## config.mk

```make
export PLATFORM = sky130hd
export DESIGN_NAME = tt_popcount
export DESIGN_NICKNAME = d
export VERILOG_FILES = /design/src/rtl/tt_popcount.sv
export SDC_FILE = /design/constraint.sdc
export NUM_CORES = 1
export LEC_CHECK = 0
export CAP_MARGIN = 20
export CORE_AREA = 2 2 44 76
export DETAILED_ROUTE_END_ITERATION = 16
export DIE_AREA = 0 0 46 78
export GPL_TIMING_DRIVEN = 1
export PLACE_DENSITY = 0.79
export RECOVER_POWER = 100
export SLEW_MARGIN = 40
export SYNTH_ARGS = -nofsm -noshare
export SYNTH_HDL_FRONTEND = slang
export SYNTH_SLANG_ARGS = --single-unit
```

## constraint.sdc

```tcl
create_clock -name vclk -period 7.78
set_clock_uncertainty 0.15 [all_clocks]
set_input_delay 0.778 -clock vclk [all_inputs]
set_output_delay 0.778 -clock vclk [all_outputs]
set_load 0.02 [all_outputs]
```

## src/rtl/tt_popcount.sv

```systemverilog
// Combinational population count of a bit vector.
module tt_popcount #(
  parameter int WIDTH = 48,
  parameter int CW    = $clog2(WIDTH + 1)
) (
  input  logic [WIDTH-1:0] bits,
  output logic [CW-1:0]    count
);

  always_comb begin
    count = '0;
    for (int i = 0; i < WIDTH; i++) begin
      count = count + CW'(bits[i]);
    end
  end

endmodule

```

Fig. 1: run 1, cells colored by class
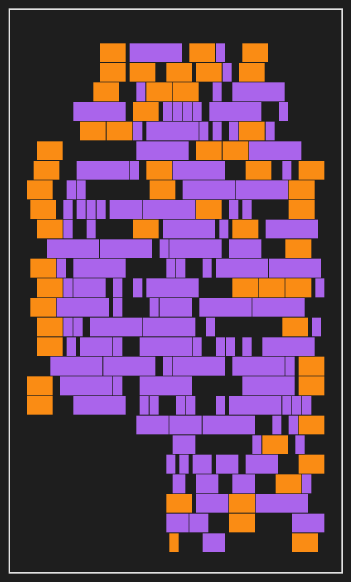
Key: purple = combinational and other logic [cells 124, share of their area 70%]; orange = remaining buffers and delay cells [cells 54, share of their area 30%]
Rows: 26
Seq/total area: 0
Design Area, Final: 1795 µm²
total core area: 2928 µm²
fin util: 0.6132

Fig. 2: run 1, routing congestion map
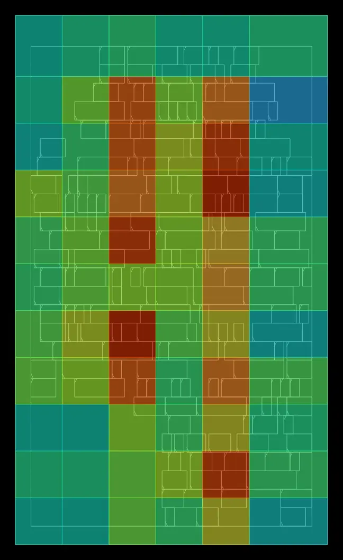
Most Crowded Layer GR: met2
met2 GRT Util: 0.3139

Fig. 3: run 1, cell sizes after repair
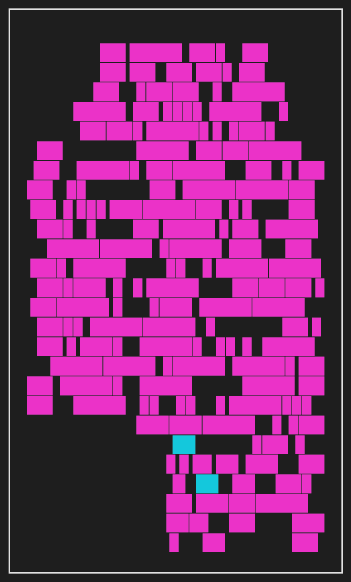
Key: cyan = _2 cells [cells 2, share 1.1%]; magenta = _0 and _1 cells [cells 176, share 99%]
final setup margin: 0.3395 ns
Area growth, synth to finish: 46.43%
Plain + repair buffers: 54

==> CHANGELOG.md, run 1 <==
## Flow update

* Status: finished clean
* Worst hold path type: in -> out
* Arrival time worst endpoint at 6.51 ns
* Synth unique cells at 12
* ANT nets after route at 0
* CP Max Fanout at 2
* Final hold violations at 0
* Layout cell share with drive strength beyond 1 at 0.01124
* CP max-delay cell: dlygate4sd3_1
* Flop Count at 0
* Final wirelength at ~2400 µm
* Yosys Instances at 124
* Storage cell area at 0 µm²
* Buffers plus inverters on the worst setup path at 6
* Die Size at roughly 3600 µm²
* Vias/cell at between 4 and 5
* Drt pass-1 iters at 2
* Drt wl/cell at about 12 µm
* Crit. End Element: output pin
* Logic share of the area at 0.5491
* Ant diodes at 0
* WS Path Type: in -> out
* Comb area at around 990 µm²
* Non-clk buf share at 0.2976
* # nets final at ~280
* Syn avg cell area at between 9 and 10 µm²
* CP cell instances: clkdlybuf4s50_1 -> inv_1 -> fa_1 -> inv_1 -> fa_1 -> fa_1 -> fa_1 -> fa_1 -> fa_1 -> inv_1 -> fa_1 -> inv_1 -> ha_1 -> a211o_1 -> o21ai_2 -> xnor2_1 -> dlygate4sd3_1
* Final clock-cell share at 0
* Delay-heaviest family, CP: adder cells
* Fp_density at 0.4188
* Comb_multi_in at 60
* Crit path top cell by count: fa_1
* Well Taps at 28
* Total grt overflow at 0
* RSZ-0062 raised after global routing: false
* Hold path depth at 3
* Port bufs at between 50 and 60
* Die W at about 46 µm
* Uppermost routed layer: met4
* Seq share, synth at 0
* Final Critical Period at 7.440 ns
* Number of global-route vias before repair at ~1.1k
* Dominant logic cell types in the final layout: 64 x inv_1, 48 x clkdlybuf4s50_1, 39 x fa_1, 10 x ha_1, 5 x dlygate4sd3_1
* Met2 WL at between 1500 and 2000 µm
* Metal-1 WL at around 610 µm
* Max-area cell class: multi-input combinational cells
* Yosys stat area at around 1200 µm²
* Initial antenna violation count at 0
* Final worst path period share at 0.9564
* Worst slew margin at 0.8350
* DR vias at about 940
* Yosys warns at 0
* # Post-CTS Setup Buffers at 0
* Max-cap violation count at 0
* # fillers at 268
* Largest net degree at the start of global routing at 5
* # setup viols final at 0
* Post-Synthesis Cells at ~120
* CP startpoint kind: primary input
* Slowest cell delay on critical path at approximately 0.7 ns
* Clkbuf count at 0
* Syn_nets at between 200 and 250
* Global-route wire length before repair at between 3000 and 4000 µm
* Netlist Area Pre-Place at between 1000 and 1500 µm²
* Setup TNS at 0 ns
* Signal inverters at between 60 and 70
* Most numerous logic cell after layout: inv_1
* Hpwl dp at ~2500 µm
* Remaining DRCs at 0
* Max Slew Vio Count at 0
* GRT Total Usage at 0.1404
* GR Layer Usage met3 at 0.006977
* Crit path from: bits[0]
* Height of the die at 78 µm
* Tool warnings at 33
* Gpl congestion at 0.7629
* I/O pins at about 54
* Metal3 WL at 96 µm
* HP Start: bits[2]
* Measured slew at the worst slew-check pin at about 0.25 ns
* 1st-iter DRT viols at 1
* Stages on the worst setup path at 17
* Max Clk Rate at around 0.13 GHz
* Worst EP required at between 6 and 7 ns
* Met1 layer usage reported by global route at 0.1164
[run 1: cells by family (layout without fill, tap and decap cells)]
group | after synthesis | after routing | share of synthesized area
adders and majority gates | 49 | 49 | 0.7388
AOI/OAI and AO/OA | 6 | 6 | 0.03776
xor gates and xnor gates | 3 | 3 | 0.02143
and+or+nand+nor | 2 | 2 | 0.006125
buffers and inverters | 64 | 118 | 0.1959
[run 1: cell usage after synthesis]
cell type | count | area share
a211o_1 | 1 | 0.0071
a21o_1 | 1 | 0.0061
a21oi_1 | 1 | 0.0041
a21oi_2 | 1 | 0.0071
fa_1 | 39 | 0.64
ha_1 | 10 | 0.10
inv_1 | 64 | 0.20
nor2_1 | 2 | 0.0061
o211ai_1 | 1 | 0.0061
o21ai_2 | 1 | 0.0071
xnor2_1 | 2 | 0.014
xor2_1 | 1 | 0.0071
[run 1: final timing paths]
| kind | slack (ns) | to |
|---|---|---|
| setup / recovery | 0.34 | count[3] |
| hold / removal | 2.66 | count[0] |
[run 1: repair_timing]
| action | 4_1_cts | 5_1_grt |
|---|---|---|
| endpoints found under the hold margin | 0 | 0 |
| hold buffers | 0 | 0 |
| endpoints found under the setup margin | 0 | 1 |
| resized | 0 | 1 |
[run 1: metrics by stage]
step                cells  instance area [µm²]  worst slack [ns]  hold slack (ns)
finish                206                 1795            0.3395            2.656
global route          206                 1795            0.1047            2.702
CTS                   206                 1802            0.1593            2.591
detailed placement    206                 1802            0.1690            2.596
global placement      206                 1802            0.3091            2.586
floorplan             124                 1226             1.349            1.616
==> run 2, diff against run 1 <==
- DONT_BUFFER_PORTS: not set -> 1
- PLACE_DENSITY: 0.79 -> not set
==> run 2 against run 1 <==
  * Non-clock buffer count decreased by 54
  * Synthesized cell count unchanged
  * Global-route usage decreased by 4.0 points
  * Die area unchanged
  * Cell count decreased by 26%
  * Sequential share of layout area unchanged
  * Maximum frequency increased by 12%
  * Highest routed layer unchanged
==> CHANGELOG.md, run 2 <==
## Flow update

* Layout cell share with drive strength beyond 1 at 0
* Drt wl/cell at roughly 11 µm
* Storage cell area at 0 µm²
* # setup viols final at 0
* Clkbuf count at 0
* Hold Slack at approximately 1.6 ns
* Synth unique cells at 12
* Number of global-route vias before repair at around 820
* Crit. End Element: output pin
* Netlist Area Pre-Place at roughly 1200 µm²
* Remaining DRCs at 0
* # resized after CTS at 0
* CP Max Fanout at 2
* Post-Synthesis Cells at ~120
* Arrival time worst endpoint at roughly 5.7 ns
* Syn_nets at around 220
* Measured slew at the worst slew-check pin at between 0.4 and 0.5 ns
* Total grt overflow at 0
* Most numerous logic cell after layout: inv_1
* Yosys stat area at between 1000 and 1500 µm²
* Syn avg cell area at between 9 and 10 µm²
* Dominant logic cell types in the final layout: 64 x inv_1, 39 x fa_1, 10 x ha_1
* Final wirelength at 1648 µm
* 1st-iter DRT viols at 1
* Die Size at between 3000 and 4000 µm²
* Final worst path period share at 0.8505
* Tool warnings at 33
* CP startpoint kind: primary input
* Hold_buf cts at 0
* Crit path to: count[4]
* # nets final at 223
* I/O pins at 54
* Seq share, synth at 0
* Ant diodes at 0
* Worst slew margin at 0.6739
* Global-route wire length before repair at between 2000 and 3000 µm
* Worst EP required at 6.85 ns
* WS Path Type: in -> out
* Worst hold path type: in -> out
* RSZ-0062 raised after global routing: false
* Dominant cell area share at 0.6367
* Fin util at 0.4282
* Final hold violations at 0
* Max-cap violation count at 0
* Area growth, synth to finish at 2.245%
* Yosys top cell by area: fa_1
* Fp_density at 0.4188
* Status: finished clean
* Vias/cell at 4.796
* Initial antenna violation count at 0
* Gpl congestion at 0.7036
* Total core area at approximately 3000 µm²
* # Post-CTS Setup Buffers at 0
* ANT nets after route at 0
* Largest net degree at the start of global routing at 5
* Top cells by area: fa_1 64%, inv_1 20%, ha_1 10%
* Yosys warns at 0
* GRT Total Usage at 0.1008
* Height of the die at ~78 µm
* Crit path from: bits[0]
* Max Slew Vio Count at 0
* Rows at 26
* Drt pass-1 iters at 2
* Yosys Instances at around 120
* Synth top cells by count: 64 x inv_1, 39 x fa_1, 10 x ha_1
* Hpwl dp at roughly 1800 µm
* Top-count cell post-synth: inv_1
* Setup TNS at 0 ns
* Final Critical Period at about 6.6 ns
* Die W at 46 µm
* Flop Count at 0
* Max Clk Rate at ~0.15 GHz
* DR vias at between 700 and 800
* Port bufs at 0
[run 2: cell counts after synthesis]
No cell type changed its count.
[run 2: worst min path at each step]
stage	start	to	slack [ns]	cells after the start
after floorplan	bits[2]	count[0]	1.62	1
after global placement	bits[2]	count[0]	1.63	1
after detailed placement	bits[2]	count[0]	1.62	1
after CTS	bits[2]	count[0]	1.62	1
after global routing	bits[2]	count[0]	1.63	1
final	bits[2]	count[0]	1.62	1
[run 2: cell type report]
cell class,instances,area (µm²)
fillers,305,1674
inverters,64,240.2
multi-input cells,60,978.4
well taps,28,35.03
[run 2: worst max-delay path: stages]
cell	delay, ns
inv_1	0.03
fa_1	0.53
inv_1	0.05
fa_1	0.53
fa_1	0.45
fa_1	0.50
fa_1	0.51
fa_1	0.51
inv_1	0.05
fa_1	0.47
inv_1	0.05
ha_1	0.20
fa_1	0.41
a21o_1	0.17
a21oi_1	0.16
xnor2_1	0.27
[run 2: logic make-up (layout without fill, tap and decap cells)]
group	after synthesis	after routing	share of synthesized area
buffers and inverters	64	64	0.1959
AOI/OAI and AO/OA	6	6	0.03776
and+or+nand+nor	2	2	0.006125
adders and majority gates	49	49	0.7388
xor gates and xnor gates	3	3	0.02143
[run 2: through the flow]
step | instances | setup WS, ns | area [µm²]
CTS | 152 | 1.141 | 1261
floorplan | 124 | 1.349 | 1226
global route | 152 | 0.9819 | 1254
global placement | 152 | 1.250 | 1261
detailed placement | 152 | 1.143 | 1261
finish | 152 | 1.163 | 1254
[run 2: routing by layer]
layer  share of wire  vias to the layer above  GRT usage  routed length [µm]
li1                -                      327          -                   -
met1            0.30                      369     0.1033                 499
met2            0.64                       31     0.2069                1049
met3           0.049                        2   0.006977                  80
met4           0.011                        0   0.008571                  18
met5               0                        -          0                   0
Fig. 4: run 2, cell density map
The die is cut into 5 by 8 equal tiles; black is low, pale yellow is high, 0 to 100% covered.
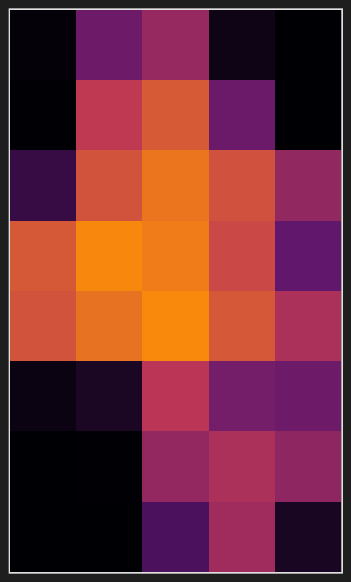
20% of the tiles are nearly empty. The emptiest ninth of the die: south-west. The densest ninth of the die: center. The mean over all tiles is 34%. The fullest tile reaches 74%.

==> run 3, diff against run 2 <==
- CORE_AREA: 2 2 44 76 -> 2 2 41 71
- DIE_AREA: 0 0 46 78 -> 0 0 43 73
- GPL_TIMING_DRIVEN: 1 -> 0
- SLEW_MARGIN: 40 -> not set
==> run 3 against run 2 <==
  * Area after synthesis is the same
  * Maximum frequency shrank 0.38%
  * Via count shrank 1.4%
==> CHANGELOG.md, run 3 <==
## Flow update

* Status: finished clean
* Arrival time worst endpoint at approximately 5.7 ns
* Top cells by area: fa_1 64%, inv_1 20%, ha_1 10%
* Tool warnings at 33
* Global-route wire length before repair at between 2000 and 3000 µm
* Flop Count at 0
* WS Path Type: in -> out
* Synth top cells by count: 64 x inv_1, 39 x fa_1, 10 x ha_1
* 1st-iter DRT viols at 5
* Syn avg cell area at 9.889 µm²
* Worst slew margin at 0.6597
* Final hold violations at 0
* CP startpoint kind: primary input
* Dominant logic cell types in the final layout: 64 x inv_1, 39 x fa_1, 10 x ha_1
* CP Max Fanout at 2
* Final setup margin at around 1.1 ns
* Fin util at 0.4767
* Synth unique cells at 12
* Remaining DRCs at 0
* Dpl ws at around 1.1 ns
* Rows at 25
* Netlist Area Pre-Place at about 1200 µm²
* Post-Synthesis Cells at around 120
* Yosys Instances at 124
* # nets final at ~220
* Dpl cell area at around 1300 µm²
* Height of the die at about 73 µm
* Seq share, synth at 0
* Initial antenna violation count at 0
* Dpl cells at 151
* Worst hold path type: in -> out
* Hold_buf cts at 0
* Worst EP required at between 6 and 7 ns
* Yosys warns at 0
* Layout cell share with drive strength beyond 1 at 0
* Hpwl dp at between 1500 and 2000 µm
* Max Clk Rate at around 0.15 GHz
* # setup viols final at 0
* # fillers at 269
* Total core area at approximately 2600 µm²
* Max-cap violation count at 0
* Hold path depth at 1
* ANT nets after route at 0
* Most numerous logic cell after layout: inv_1
* Hold Slack at ~1.6 ns
* Top-count cell post-synth: inv_1
* Max Slew Vio Count at 0
* Final worst path period share at 0.8538
* Yosys top cell by area: fa_1
* Number of global-route vias before repair at around 780
* Design Area, Final at between 1000 and 1500 µm²
* Ant diodes at 0
* Vias/cell at 4.762
* Final Critical Period at ~6.6 ns
* Measured slew at the worst slew-check pin at 0.5068 ns
* Largest net degree at the start of global routing at 5
* DR vias at between 700 and 800
* GRT Total Usage at 0.1096
* Fp_density at 0.4667
* # Post-CTS Setup Buffers at 0
* Total grt overflow at 0
* Storage cell area at 0 µm²
* Dominant cell area share at 0.6367
* Post-route insts no fill at around 150
* Drt wl/cell at about 11 µm
* Port bufs at 0
* Drt pass-1 iters at 3
* RSZ-0062 raised after global routing: false
* Gpl congestion at approximately 0.7
* Area growth, synth to finish at 2.143%
* HP Start: bits[2]
* Yosys stat area at 1226 µm²
* Die W at roughly 43 µm
* Crit. End Element: output pin
* Syn_nets at 221
* Clkbuf count at 0
* Die Size at between 3000 and 4000 µm²
[run 3: cell counts after synthesis]
No cell type changed its count.
[run 3: metal layers]
metal	up-vias	routed length, µm	GRT usage
li1	326	-	-
met1	364	482	0.1161
met2	29	1099	0.2374
met3	0	84	0.007426
met4	0	0	0
met5	-	0	0
[run 3: kinds of logic (layout without fill, tap and decap cells)]
group / Yosys count / in the layout / synth area share
simple gates: 2 / 2 / 0.006125
xor+xnor: 3 / 3 / 0.02143
fa+ha+maj: 49 / 49 / 0.7388
buf+inv: 64 / 64 / 0.1959
compound gates: 6 / 6 / 0.03776
[run 3: area by class of cell]
cell class,instances,area [µm²],share of cell area
Inverter,64,240.2,0.1918
Multi-Input combinational cell,60,978.4,0.7812
Tap cell,27,33.78,0.02697
[run 3: critical path, cell delays in order]
cell and delay, ns:
inv_1 0.03, fa_1 0.52, inv_1 0.05, fa_1 0.48, fa_1 0.57, fa_1 0.45
fa_1 0.50, fa_1 0.52, inv_1 0.05, fa_1 0.48, inv_1 0.04, ha_1 0.20
fa_1 0.41, a21o_1 0.17, a21oi_1 0.17, xnor2_1 0.28
[run 3: how the worst max path moves through the flow]
stage            start       end  depth (start not counted)
6_report       bits[0]  count[4]                         16
4_1_cts        bits[0]  count[4]                         16
3_3_place_gp   bits[0]  count[4]                         16
2_1_floorplan  bits[0]  count[4]                         16
3_5_place_dp   bits[0]  count[4]                         16
5_1_grt        bits[0]  count[4]                         16
Fig. 5: run 3, the metal 3 layer
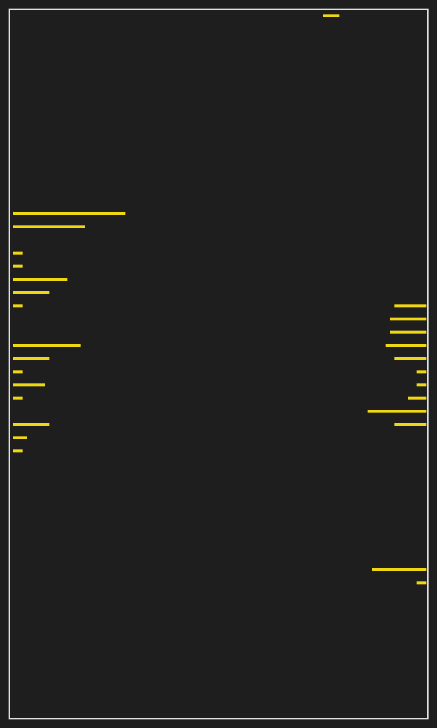
The longest straight run is 11.3 µm. 28 nets have wire on it. The layer carries 84.9 µm of wire. The layer holds 5.1% of the routed length. The wires run mostly horizontal.
final wirelength: 1666 µm
GR Layer Usage met3: 0.007426

